### config.mk
export PLATFORM = sky130hd
export DESIGN_NAME = bias_buffer
export DESIGN_NICKNAME = d
export VERILOG_FILES = /design/src/rtl/bias_buffer.sv
export SDC_FILE = /design/constraint.sdc
export NUM_CORES = 1
export LEC_CHECK = 0
export CORE_ASPECT_RATIO = 1.25
export CORE_MARGIN = 4
export CORE_UTILIZATION = 60
export CTS_CLUSTER_DIAMETER = 200
export DETAILED_ROUTE_END_ITERATION = 10
export PLACE_DENSITY = 0.87
export SLEW_MARGIN = 20
export SYNTH_ARGS = -nofsm -noshare
export SYNTH_HDL_FRONTEND = slang
export SYNTH_SLANG_ARGS = --single-unit
### constraint.sdc
create_clock -name clk -period 6.25 [get_ports clk]
set_input_delay 0.9375 -clock clk [delete_from_list [all_inputs] [get_ports clk]]
set_output_delay 0.9375 -clock clk [all_outputs]
set_load 0.02 [all_outputs]
### src/rtl/bias_buffer.sv
// rtl/bias_buffer.sv - loads packed biases from weight SRAM and serves one signed bias per lookup
module bias_buffer #(
    parameter int BIAS_W        = 4,
    parameter int BIAS_PER_WORD = 25,
    parameter int NUM_WORDS     = 2,
    parameter int ADDR_W        = 17,
    parameter int SEL_W         = 8,
    parameter int SRAM_LAT      = 1
) (
    input  logic                                clk,
    input  logic                                srstn,
    input  logic                                load_start,
    input  logic [ADDR_W-1:0]                   load_base,
    input  logic [$clog2(NUM_WORDS+1)-1:0]      load_beats,
    output logic [ADDR_W-1:0]                   sram_raddr_weight,
    output logic                                sram_rd_en,
    input  logic [BIAS_W*BIAS_PER_WORD-1:0]     sram_rdata_weight,
    output logic                                load_busy,
    output logic                                load_done,
    input  logic                                sel_valid,
    input  logic [SEL_W-1:0]                    sel,
    output logic                                sel_ready,
    output logic signed [BIAS_W-1:0]            bias_data,
    output logic                                bias_valid,
    output logic                                sel_err
);

    localparam int NUM_BIAS = BIAS_PER_WORD * NUM_WORDS;
    localparam int BEAT_W   = $clog2(NUM_WORDS + 1);

    typedef enum logic [1:0] {IDLE, ISSUE, DRAIN} state_t;

    state_t                     state, state_nxt;
    logic [BEAT_W-1:0]          beats_q;
    logic [BEAT_W-1:0]          beat_k;
    logic [BEAT_W-1:0]          beats_eff;
    logic                       zero_done;
    logic [SRAM_LAT-1:0]        pipe_v;
    logic [SRAM_LAT-1:0]        pipe_last;
    logic [BEAT_W-1:0]          pipe_k [SRAM_LAT];
    logic signed [BIAS_W-1:0]   bias_mem [NUM_BIAS];
    logic signed [BIAS_W-1:0]   bias_sel;
    logic                       accept;
    logic                       last_issue;
    logic                       cap_v;
    logic                       cap_last;
    logic [BEAT_W-1:0]          cap_k;
    logic                       lookup_fire;
    logic                       sel_oob;

    assign beats_eff   = (32'(load_beats) > NUM_WORDS) ? BEAT_W'(NUM_WORDS) : load_beats;
    assign accept      = load_start && (state == IDLE);
    assign last_issue  = (state == ISSUE) && (beat_k == beats_q - BEAT_W'(1));

    // Tail of the tag pipeline lines up with the rdata of the read issued SRAM_LAT cycles ago
    assign cap_v       = pipe_v[SRAM_LAT-1];
    assign cap_last    = pipe_last[SRAM_LAT-1];
    assign cap_k       = pipe_k[SRAM_LAT-1];

    assign load_done   = (cap_v && cap_last) || zero_done;
    assign load_busy   = (state != IDLE);
    assign sram_rd_en  = (state == ISSUE);
    assign sel_ready   = ~load_busy;
    assign lookup_fire = sel_valid && sel_ready;
    assign sel_oob     = 32'(sel) >= NUM_BIAS;

    always_ff @(posedge clk) begin
        if (!srstn) begin
            state <= IDLE;
        end else begin
            state <= state_nxt;
        end
    end

    always_comb begin
        state_nxt = state;
        case (state)
            IDLE: begin
                if (accept) begin
                    state_nxt = (beats_eff == '0) ? DRAIN : ISSUE;
                end
            end
            ISSUE: begin
                if (last_issue) begin
                    state_nxt = DRAIN;
                end
            end
            DRAIN: begin
                if (load_done) begin
                    state_nxt = IDLE;
                end
            end
            default: state_nxt = IDLE;
        endcase
    end

    always_ff @(posedge clk) begin
        if (!srstn) begin
            beats_q           <= '0;
            beat_k            <= '0;
            zero_done         <= 1'b0;
            sram_raddr_weight <= '0;
            pipe_v            <= '0;
            pipe_last         <= '0;
            for (int i = 0; i < SRAM_LAT; i++) begin
                pipe_k[i] <= '0;
            end
        end else begin
            zero_done <= accept && (beats_eff == '0);
            if (accept) begin
                beats_q <= beats_eff;
                beat_k  <= '0;
                if (beats_eff != '0) begin
                    sram_raddr_weight <= load_base;
                end
            end else if (sram_rd_en && !last_issue) begin
                beat_k            <= beat_k + BEAT_W'(1);
                sram_raddr_weight <= sram_raddr_weight + ADDR_W'(1);
            end
            pipe_v[0]    <= sram_rd_en;
            pipe_last[0] <= last_issue;
            pipe_k[0]    <= beat_k;
            for (int i = 1; i < SRAM_LAT; i++) begin
                pipe_v[i]    <= pipe_v[i-1];
                pipe_last[i] <= pipe_last[i-1];
                pipe_k[i]    <= pipe_k[i-1];
            end
        end
    end

    // First bias of a word sits in its MSBs
    always_ff @(posedge clk) begin
        if (!srstn) begin
            for (int s = 0; s < NUM_BIAS; s++) begin
                bias_mem[s] <= '0;
            end
        end else if (cap_v) begin
            for (int s = 0; s < NUM_BIAS; s++) begin
                if (32'(cap_k) == s / BIAS_PER_WORD) begin
                    bias_mem[s] <= sram_rdata_weight[(BIAS_PER_WORD-1-(s%BIAS_PER_WORD))*BIAS_W +: BIAS_W];
                end
            end
        end
    end

    always_comb begin
        bias_sel = '0;
        for (int s = 0; s < NUM_BIAS; s++) begin
            if (32'(sel) == s) begin
                bias_sel = bias_mem[s];
            end
        end
    end

    always_ff @(posedge clk) begin
        if (!srstn) begin
            bias_data  <= '0;
            bias_valid <= 1'b0;
            sel_err    <= 1'b0;
        end else begin
            bias_valid <= lookup_fire;
            sel_err    <= lookup_fire && sel_oob;
            if (lookup_fire) begin
                bias_data <= bias_sel;
            end
        end
    end

endmodule

==> ci_impl_report.md, run 1 <==
## Synthesis and layout report

| Metric | Value |
|---|---|
| Status | `finished clean` |
| Antenna diode instance count | `0` |
| Logic share of the area | `33.1%` |
| Clock slew seen by the registers of the worst setup and hold paths | `0.06 ns` |
| Leading area contributor after synthesis | `edfxtp_1` |
| Slew Viols, Final | `0` |
| CLK BUF | `31` |
| Worst path max stage delay | `0.98 ns` |
| Synth Instances | `1054` |
| M3 GR Usage | `6.28%` |
| Comb. cell area | `0.00468 mm2` |
| Crit Path Class | `input pin to register` |
| Peak supply drop | `0.000198 V` |
| Final critical-path required period | `3.81 ns` |
| # Post-CTS Setup Buffers | `0` |
| Post-route ant nets | `0` |
| Grt peak-use layer | `met2` |
| Yosys cell types | `85` |
| HP Class | `register to register` |
| Core Region | `0.0194 mm2` |
| Port Buffers | `157` |
| Top non-seq family | `simple AND/OR/NAND/NOR gates` |
| Comb_multi_in | `725` |
| HPWL after DPL | `26100 um` |
| # DRC | `0` |
| Layout Nets | `1300` |
| Synth Area in Adders | `0.106%` |
| Critical path's top delay family | `buffers and inverters` |
| Global routing met1 resource utilization | `40.6%` |
| Max-cap viol count | `0` |
| Flop count | `234` |
| Slew HR | `31.4%` |
| Int Pwr | `2.81 mW` |
| PwrDens | `263 mW/mm2` |
| Initial antenna violation count | `1` |
| Die Span Y | `165 um` |
| OpenROAD warnings | `28` |
| Sw Share | `24.4%` |
| P_seq | `1.85 mW` |
| Initial DRT Pass Iterations | `7` |
| Number of DRC markers in iteration 0 | `835` |
| Aoi share | `14.1%` |
| Io pins | `158` |
| Grt total ovfl | `0` |
| Die width | `133 um` |
| Wl on met1 | `13700 um` |
| FF+latch area | `0.00669 mm2` |
| Post-Syn Area | `0.0118 mm2` |
| Yosys reg bits | `234` |
| Met3 wire len | `2930 um` |
| Slowest CP cell | `clkdlybuf4s50_1` |
| Sequential area share after synthesis | `56.7%` |
| Met2 usage | `59.3%` |
| Final Hold Fails | `0` |
| Avg Cell Area, Syn | `11.2 um2` |
| Clock Path Buffers | `3` |
| Hold Buf Count CTS | `0` |
| Pin count of the biggest net entering global routing | `101` |
| Tap cells | `265` |
| Post-Synth XOR/XNOR Area | `0.223%` |
| Buf+Inv Stages, Crit Path | `2` |
| Post_cts resized | `0` |
| Layout Skew | `0.00943 ns` |
| Setup TNS | `0 ns` |
-- run 1: worst paths after layout --
check                                      end               startpoint  slack, ns  cells after the start
max                  bias_data[1]$_SDFFE_PN0P_                   sel[2]       2.44                      9
min                    beats_q[0]$_SDFFE_PN0P_  beats_q[0]$_SDFFE_PN0P_       0.48                      2
max reg2reg  sram_raddr_weight[3]$_SDFFE_PN0P_    state[1]$_SDFFE_PN0P_       3.42                      8
min reg2reg            beats_q[0]$_SDFFE_PN0P_  beats_q[0]$_SDFFE_PN0P_       0.48                      2
-- run 1: through the flow --
stage / cell area (um2) / std cells / setup WS (ns) / util (%)
2_1_floorplan: 11800 / 1054 / 1.95 / -
3_3_place_gp: 13400 / 1408 / 2.03 / 69.1
3_5_place_dp: 13400 / 1408 / 2.08 / 69.1
4_1_cts: 14100 / 1449 / 2.57 / 72.9
5_1_grt: 14100 / 1449 / 2.40 / 72.9
6_report: 14100 / 1449 / 2.44 / 72.9
-- run 1: placed cells by master (no fill, tap or decap), types with 10 or more instances in the layout --
master / count
nor2_1: 59
mux2i_1: 16
o22ai_1: 16
nor3_1: 13
inv_1: 14
nand3_1: 18
buf_4: 13
and3_1: 44
a21oi_1: 46
edfxtp_1: 200
mux2_2: 11
a31oi_1: 16
a211oi_1: 10
clkbuf_16: 23
clkdlybuf4s50_1: 154
nand2_1: 67
o21ai_0: 60
and2_1: 176
nand2b_1: 12
dfxtp_1: 34
nor2b_1: 11
o221ai_1: 10
-- run 1: state kept, by name (all words and copies together), names as in the netlist --
name and count:
zero_done 1, beats_q 2, beat_k 2, sel_err 1, cap_v 1, cap_last 1, sram_raddr_weight 17, bias_mem 200
bias_data 4, pipe_k 2, bias_valid 1, state 2
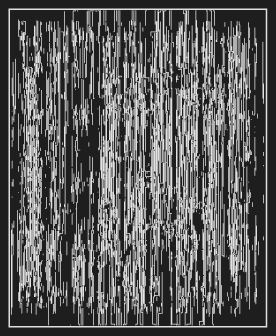
Figure 1: run 1, met2 routing.
wire length on this layer = 18900 um
longest straight run = 100 um
main direction = vertical
nets with wire on the layer = 1145

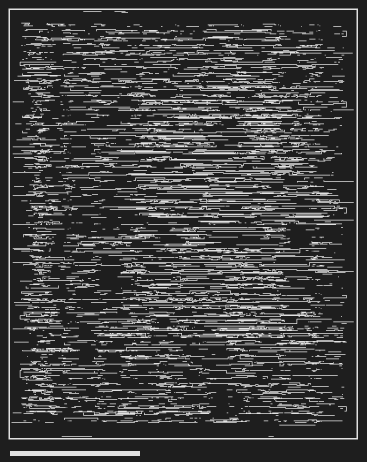
Figure 2: run 1, metal 1.
Scale bar: 50 um.
main direction = horizontal
share of all routed wire = 37%

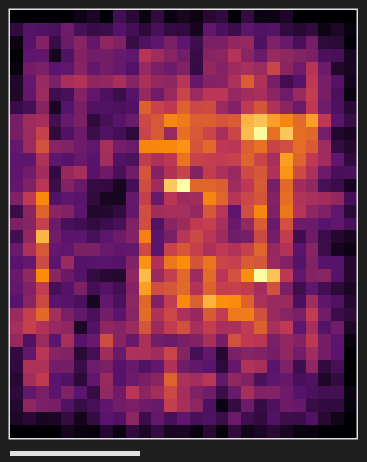
Figure 3: run 1, routed metal per tile.
Scale bar: 50 um. 27 x 33 tiles, from black (low) to pale yellow (high), scaled to the fullest tile. Values are wire area over tile area, all layers added.
tiles over half the peak = 20%
nearly empty tiles = 2.9%
fullest tile = 0.82
mean over tiles = 0.28
densest ninth of the die = middle

==> inputs of run 2 (changes only) <==
CORE_UTILIZATION = 56   (was 60)
PLACE_DENSITY = 0.82   (was 0.87)
clock period = 3.7 ns   (was 6.25 ns; I/O delays follow)
==> ci_impl_report.md, run 2 <==
## Synthesis and layout report

| Metric | Value |
|---|---|
| Status | `finished clean` |
| Yosys cell types | `85` |
| Wl on met1 | `14100 um` |
| Final Hold Fails | `0` |
| R2R setup slack | `1.53 ns` |
| DRT Wirelength | `36700 um` |
| # Post-CTS Setup Buffers | `0` |
| R2r endpoint | `sram_raddr_weight[16]$_SDFFE_PN0P_` |
| Max-cap viol count | `0` |
| Setup TNS | `0 ns` |
| Most instantiated logic cells after routing | `edfxtp_1 (200), and2_1 (176), clkdlybuf4s50_1 (154)` |
| Peak supply drop | `0.000384 V` |
| Core Region | `0.0207 mm2` |
| Global routing met1 resource utilization | `39.7%` |
| Die Span Y | `170 um` |
| Max-area cell share | `51.0%` |
| Met2 usage | `51.7%` |
| Met3 wire len | `2880 um` |
| Number of DRC markers in iteration 0 | `1030` |
| Most common cell after layout, fill and taps aside | `edfxtp_1` |
| Clock slew seen by the registers of the worst setup and hold paths | `0.06 ns` |
| Sequential area share after synthesis | `56.7%` |
| OpenROAD warnings | `28` |
| HP Class | `register to register` |
| H-Tree Depth | `1` |
| Worst path max stage delay | `0.77 ns` |
| Final GP Congestion | `1.03` |
| Grt total ovfl | `0` |
| Regs by FF count | `bias_mem x200, sram_raddr_weight x17, bias_data x4` |
| Comb. cell area | `0.00467 mm2` |
| # DRC | `0` |
| Initial DRT Pass Iterations | `6` |
| Final critical-path required period | `2.83 ns` |
| Sw Share | `24.7%` |
| HPWL after DPL | `26200 um` |
| Flop count | `234` |
| Grt peak-use layer | `met2` |
| Antenna diode instance count | `0` |
| Largest Register | `bias_mem` |
| PwrDens | `438 mW/mm2` |
| Slew HR | `24.9%` |
| Layout Skew | `0.00949 ns` |
| Int Pwr | `4.74 mW` |
| Pre-CTS WS | `0.443 ns` |
| Final worst slack | `0.866 ns` |
| Layout Nets | `1322` |
| Comb_multi_in | `725` |
| Post-Syn Area | `0.0118 mm2` |
| Io pins | `158` |
| Post_cts resized | `0` |
| Logic share of the area | `32.5%` |
| Leading area contributor after synthesis | `edfxtp_1` |
| CLK BUF | `39` |
| Worst Setup EP | `bias_data[0]$_SDFFE_PN0P_` |
| Routed len/inst | `24.8 um` |
| FF+latch area | `0.00669 mm2` |
| Slew Viols, Final | `0` |
| Pin count of the biggest net entering global routing | `101` |
| Yosys reg bits | `234` |
| Yosys warning count | `0` |
| Port Buffers | `157` |
| Non-clock buffering overhead in the final layout | `13.0%` |
| Min-delay src | `beats_q[0]$_SDFFE_PN0P_` |
| Slowest CP cell | `clkdlybuf4s50_1` |
| Tap cells | `274` |
| Post-route ant nets | `0` |
| Avg Cell Area, Syn | `11.2 um2` |
| Hold Buf Count CTS | `0` |
| Origin of the worst setup path | `sel[3]` |
| Largest register FFs | `200` |
| Synth Instances | `1054` |
| R2R Path Start | `sram_raddr_weight[3]$_SDFFE_PN0P_` |
| Die width | `138 um` |
| Post-synthesis chip area from yosys | `0.0118 mm2` |
| Crit Path Class | `input pin to register` |
| M3 GR Usage | `5.44%` |
| Initial antenna violation count | `0` |
| Clock Path Buffers | `3` |
| R2R cell count | `7` |
[run 2: cell types whose count changed in the layout (fill, tap and decap cells not counted), moves of 2 or more]
cell	previous run	this run
clkbuf_1	7	10
clkbuf_8	1	3
buf_4	13	30
bufinv_16	3	0
buf_12	0	5
clkbuf_16	23	26
clkinv_2	4	1
[run 2: worst min-delay path by stage]
stage / end / depth (start not counted)
detailed placement: beats_q[0]$_SDFFE_PN0P_ / 2
global placement: beats_q[0]$_SDFFE_PN0P_ / 2
CTS: sram_raddr_weight[12]$_SDFFE_PN0P_ / 3
finish: beats_q[0]$_SDFFE_PN0P_ / 2
global route: sram_raddr_weight[12]$_SDFFE_PN0P_ / 3
floorplan: beats_q[0]$_SDFFE_PN0P_ / 2
[run 2: logic make-up after synthesis]
logic type	count (synthesis)	share of synthesized area (%)
simple gates	439	20.9
compound gates	246	14.1
flops	234	56.7
buf+inv	95	3.84
mux	36	4.13
xor+xnor	3	0.223
fa+ha+maj	1	0.106
[run 2: power by group through the flow]
stage                     Sequential (mW)  Clock [mW]  Combinational (mW)
final                                3.12        2.33               0.838
after global routing                 3.13        2.48               0.894
after CTS                            3.12        2.35               0.829
after detailed placement             3.17           0               0.825
after global placement               3.17           0               0.815
after floorplan                      3.16           0               0.426
[run 2: per-stage QoR]
step	cell area, um2	util (%)	hold WS (ns)	instances	total power [mW]
final	14400	69.3	0.475	1481	6.29
after global routing	14400	69.3	0.501	1481	6.51
after floorplan	11800	-	0.449	1054	3.59
after global placement	13600	65.7	0.463	1438	3.98
after CTS	14400	69.3	0.475	1481	6.29
after detailed placement	13600	65.7	0.468	1438	4.00
[run 2: critical path, delay by kind of cell]
family / cells / cell delay [ns]
AOI/OAI and AO/OA: 4 / 0.95
buffers and inverters: 2 / 1.07
and+or+nand+nor: 2 / 0.69
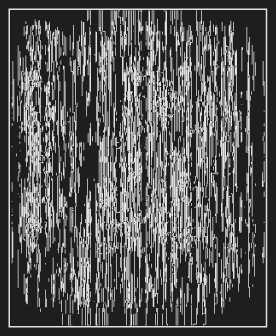
Figure 4: run 2, met2 routing.
share of all routed wire = 49%
longest straight run = 83.5 um
wire length on this layer = 17800 um

Power is estimated from default activity; no workload was simulated.
